Design uart_rx, sky130hd; sources not shown.
Fig. 1: run 1, wire density map
The bar under the picture is 20 µm long. 12 x 15 tiles, from white (low) to dark blue (high), scaled to the fullest tile. Values are wire area over tile area, all layers added.
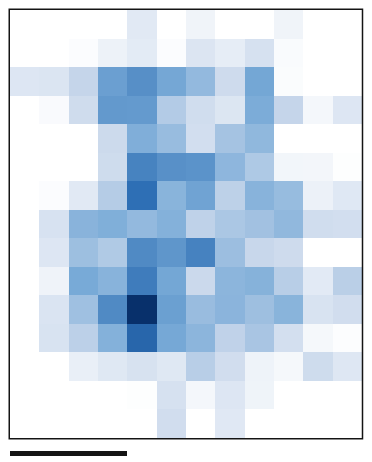
12% of the tiles are over half the peak. The mean over all tiles is 0.080. The densest ninth of the die: centre. The fullest tile reaches 0.38. 32% of the tiles are nearly empty.
WL final: 2200 µm
vias: 801
Total Routing Usage GR: 11.9%
routed wire length per instance: 13.4 µm

Fig. 2: run 1, routed clock nets over the placement
The bar under the picture is 20 µm long.
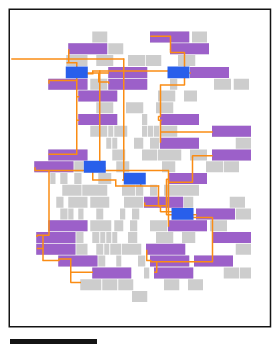
Key: clock wires = orange [length 406 µm]; cells driving clock nets = blue [count 5]; flip-flops = purple [count 29]
There are 6 routed clock nets.
clock share of power: 19.6%
P_clk: 0.000431 W
clock latency on the worst-skew pair: 0.28 ns

Fig. 3: run 1, M3 wires
Cells faint in the background.
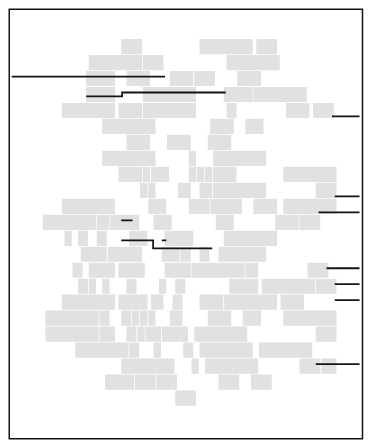
The layer carries 104 µm of wire. 9 nets have wire on it. The longest straight run is 25.8 µm.
met3 GRT Util: 5.31%

==> impl_metrics.env, run 1 <==
# implementation run metrics
export IMPL_run_status="finished clean"
export IMPL_grt_pass1_vias=821
export IMPL_start_kind="register"
export IMPL_overflow=0
export IMPL_worst_ep_required_time_ns=1.71
export IMPL_cts_tree="done"
export IMPL_grt_max_degree=30
export IMPL_rrSetupSlack_ns=0.81
export IMPL_min_path_cells=1
export IMPL_core_area_mm2=0.00322
export IMPL_top_cells_by_count="29 x dfrtp_1, 16 x mux2_2, 11 x nand2_1, 7 x xnor2_1, 6 x o21ai_0"
export IMPL_clk_pin_slew_ns=0.06
export IMPL_synth_most_common_cell="dfrtp_1"
export IMPL_syn_area_mm2=0.00135
export IMPL_cp_buffers_inverters=1
export IMPL_edf_count=0
export IMPL_path_depth=1
export IMPL_crit_arrival_ns=1.15
export IMPL_slew_headroom_pct=68.7
export IMPL_ys_seq_share_pct=53.9
export IMPL_drive_gt1_share_pct=27.6
export IMPL_place_ws_ns=0.340
export IMPL_critPathMaxFanout=2
export IMPL_crit_family="buffers and inverters"
export IMPL_synthFlopType="dfrtp_1"
export IMPL_cp_slowest_stage_delay_ns=0.53
export IMPL_yosysTopAreaCell="dfrtp_1"
export IMPL_fp_util_pct=41.8
export IMPL_crit_chain="clkdlybuf4s50_1"
export IMPL_post_cts_buffers=0
export IMPL_cts_max_level=2
export IMPL_first_iter_violations=10
export IMPL_clk_path_buf_depth=2
export IMPL_worstMarginPinSlew_ns=0.469
export IMPL_maxCapViolations=0
export IMPL_leakage_nw=0.717
export IMPL_slowest_stage="clkdlybuf4s50_1"
export IMPL_r2r_cells=3
export IMPL_postSynthAreaPerCell_um2=12.7
export IMPL_yosysChipArea_mm2=0.00135
export IMPL_setup_viol=0
export IMPL_synth_nets=113
export IMPL_post_cts_resized=0
export IMPL_routed_via_density=4.88
export IMPL_period_needed_ns=1.89
export IMPL_async_flop_share_pct=100
export IMPL_numCtsBuffers=5
export IMPL_antenna_cells=0
export IMPL_rsz0062_at_grt="false"
export IMPL_utilization_pct=50.2
## run 1: cells in the final DEF (no fill, tap or decap)
master            n
a21oi_1           3
and2_1            1
and2_4            1
and3_1            2
buf_4             2
clkbuf_8          7
clkdlybuf4s50_1  16
clkinv_2          1
dfrtp_1          29
ha_1              2
inv_1             2
inv_2             1
mux2_2           16
mux2_4            1
nand2_1          11
nand2b_1          1
nand2b_4          1
nand3_1           4
nand3_2           1
nor2_1            3
nor2b_1           2
nor3_1            1
nor3_4            1
nor3b_2           1
nor4_2            1
o21a_1            1
o21ai_0           6
o31ai_2           1
xnor2_1           7
xnor3_1           1
## run 1: area by class of cell
class / count / area share (%)
Sequential cell: 29 / 44.9
Inverter: 3 / 0.696
Tap cell: 37 / 2.86
Clock buffer: 7 / 5.96
Timing Repair Buffer: 18 / 10.8
Multi-Input combinational cell: 69 / 34.5
Clock inverter: 1 / 0.309
## run 1: power by group
part / internal [W] / leakage (nW) / switching (W) / total [W]
sequential: 0.000677 / 0.359 / 0.000184 / 0.000862
clock: 0.000253 / 0.0542 / 0.000178 / 0.000431
combinational: 0.000563 / 0.304 / 0.000346 / 0.000908
## run 1: kinds of logic (layout without fill, tap and decap cells)
family	after synthesis	after routing	share of synthesized area, %
simple gates	31	31	14.0
flops	29	29	53.9
mux	17	17	14.5
compound gates	11	11	4.83
xor+xnor	8	8	6.23
buf+inv	8	29	4.65
fa+ha+maj	2	2	1.86
## run 1: per-stage QoR
stage	total power [W]	hold WS, ns	instance area, µm²	std cells
after floorplan	0.00154	0.439	1350	106
after global placement	0.00178	0.489	1520	156
after detailed placement	0.00179	0.494	1520	156
after CTS	0.00223	0.507	1620	164
after global routing	0.00235	0.520	1620	164
final	0.00220	0.503	1620	164
## run 1: per-layer routing
metal | part of all wire [%] | up-vias | track usage (%)
li1 | - | 402 | -
met1 | 45 | 381 | 13.6
met2 | 48 | 14 | 18.3
met3 | 4.7 | 4 | 5.31
met4 | 2.2 | 0 | 6.65
met5 | 0 | - | 0
## Run 2: what changed since run 1
- clock period: 2.45 -> 1.7 ns (I/O delays scaled with it)
Fig. 4: run 2, the clock network
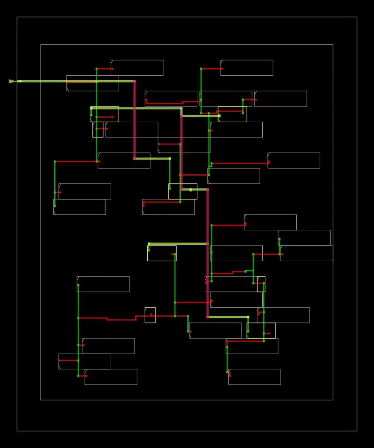
P_clk: 0.000537 W
clock sinks: 29
count of clock buffers in the final design: 6

==> run 2 against run 1 <==
Effect of this change:
- flip-flop count stayed put
- synthesized area is the same
- die area is the same
- worst hold slack got worse by 0.0049 ns
- sequential share of layout area fell by 0.58 points
- via count rose by 6.5%
- combinational power up 48%
- register-to-register slack got worse by 0.62 ns
- cell count increased by 1.8%
- utilization up 0.66 points
- sequential power rose by 43%
- power grew 41%
- critical path type unchanged
==> impl_metrics.env, run 2 <==
# implementation run metrics
export IMPL_grt_pass1_vias=832
export IMPL_place_area_mm2=0.00154
export IMPL_synthTopLogicFamily="multiplexers"
export IMPL_rsz0062_at_grt="false"
export IMPL_first_iter_violations=17
export IMPL_fp_util_pct=41.8
export IMPL_leakage_nw=0.816
export IMPL_drive_gt1_share_pct=28.5
export IMPL_rrSetupSlack_ns=0.19
export IMPL_edf_count=0
export IMPL_vias=853
export IMPL_final_layout_top_logic_cells="29 x dfrtp_1, 16 x mux2_2, 11 x nand2_1, 9 x clkdlybuf4s50_1"
export IMPL_crit_chain="clkdlybuf4s50_1"
export IMPL_track_usage_pct=12.8
export IMPL_clk_path_buf_depth=2
export IMPL_ys_sh_mux_pct=14.5
export IMPL_crit_family="buffers and inverters"
export IMPL_yosysChipArea_mm2=0.00135
export IMPL_slew_headroom_pct=70.8
export IMPL_numCtsBuffers=5
export IMPL_min_path_cells=1
export IMPL_critPathMaxFanout=2
export IMPL_core_area_mm2=0.00322
export IMPL_cts_max_level=2
export IMPL_run_status="finished clean"
export IMPL_place_ws_ns=-0.130
export IMPL_syn_area_mm2=0.00135
export IMPL_lay_top_count="dfrtp_1"
export IMPL_utilization_pct=50.9
export IMPL_ys_sh_aoi_pct=4.83
export IMPL_drt_wirelength_per_cell_um=14.1
export IMPL_synth_nets=113
export IMPL_period_needed_ns=1.65
export IMPL_cp_slowest_stage_delay_ns=0.53
export IMPL_routed_via_density=5.11
export IMPL_path_depth=1
export IMPL_r2r_cells=4
Fig. 5: run 2, routed clock nets over the placement
The bar under the picture is 20 µm long.
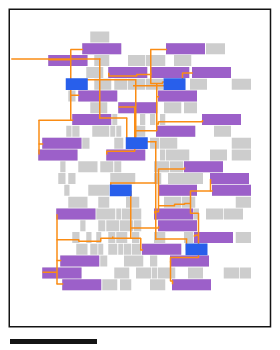
Key: clock wires = orange [length 390 µm]; flip-flops = purple [count 29]; cells driving clock nets = blue [count 5]
There are 6 routed clock nets.
Layout Skew: 0.00923 ns
clock share of power: 17.3%

[run 2: cell families after synthesis]
kind of cell | Yosys count
AOI/OAI and AO/OA | 11
xor gates and xnor gates | 8
adders and majority gates | 2
buffers and inverters | 8
DFF | 29
muxes | 17
and+or+nand+nor | 31
[run 2: area by class of cell]
| type | count | area [µm²] | share of cell area (%) |
|---|---|---|---|
| flip-flops and latches | 29 | 726 | 44.3 |
| multi-input cells | 69 | 558 | 34.0 |
| repair buffers | 21 | 215 | 13.1 |
| clock buffers | 6 | 72.6 | 4.43 |
| well taps | 37 | 46.3 | 2.82 |
| inverters | 3 | 11.3 | 0.687 |
| clock inverters | 2 | 10.0 | 0.611 |
[run 2: metrics by stage]
stage	hold slack [ns]	std cells
floorplan	0.214	106
global placement	0.489	159
detailed placement	0.497	159
CTS	0.511	167
global route	0.514	167
finish	0.498	167
[run 2: where the power goes]
part	switching, W	internal [W]
clock	0.000254	0.000283
combinational	0.000528	0.000807
sequential	0.000259	0.000976
total	0.00104	0.00207
[run 2: per-layer routing]
layer  vias to the layer above  share of wire [%]  track usage, %
li1                        405                  -               -
met3                         7                5.0            4.78
met4                         0                2.0            5.91
met5                         -                  0               0
met2                        13                 50            18.9
met1                       428                 43            16.6
[run 2: repair_timing]
| action | CTS | global route |
|---|---|---|
| hold endpoints to repair | 0 | 0 |
| hold buffers | 0 | 0 |
| resized | 0 | 7 |
| endpoints found under the setup margin | 0 | 7 |
| buffers inserted | 0 | 0 |
No activity file was given, so power comes from the tool's default toggle rates.
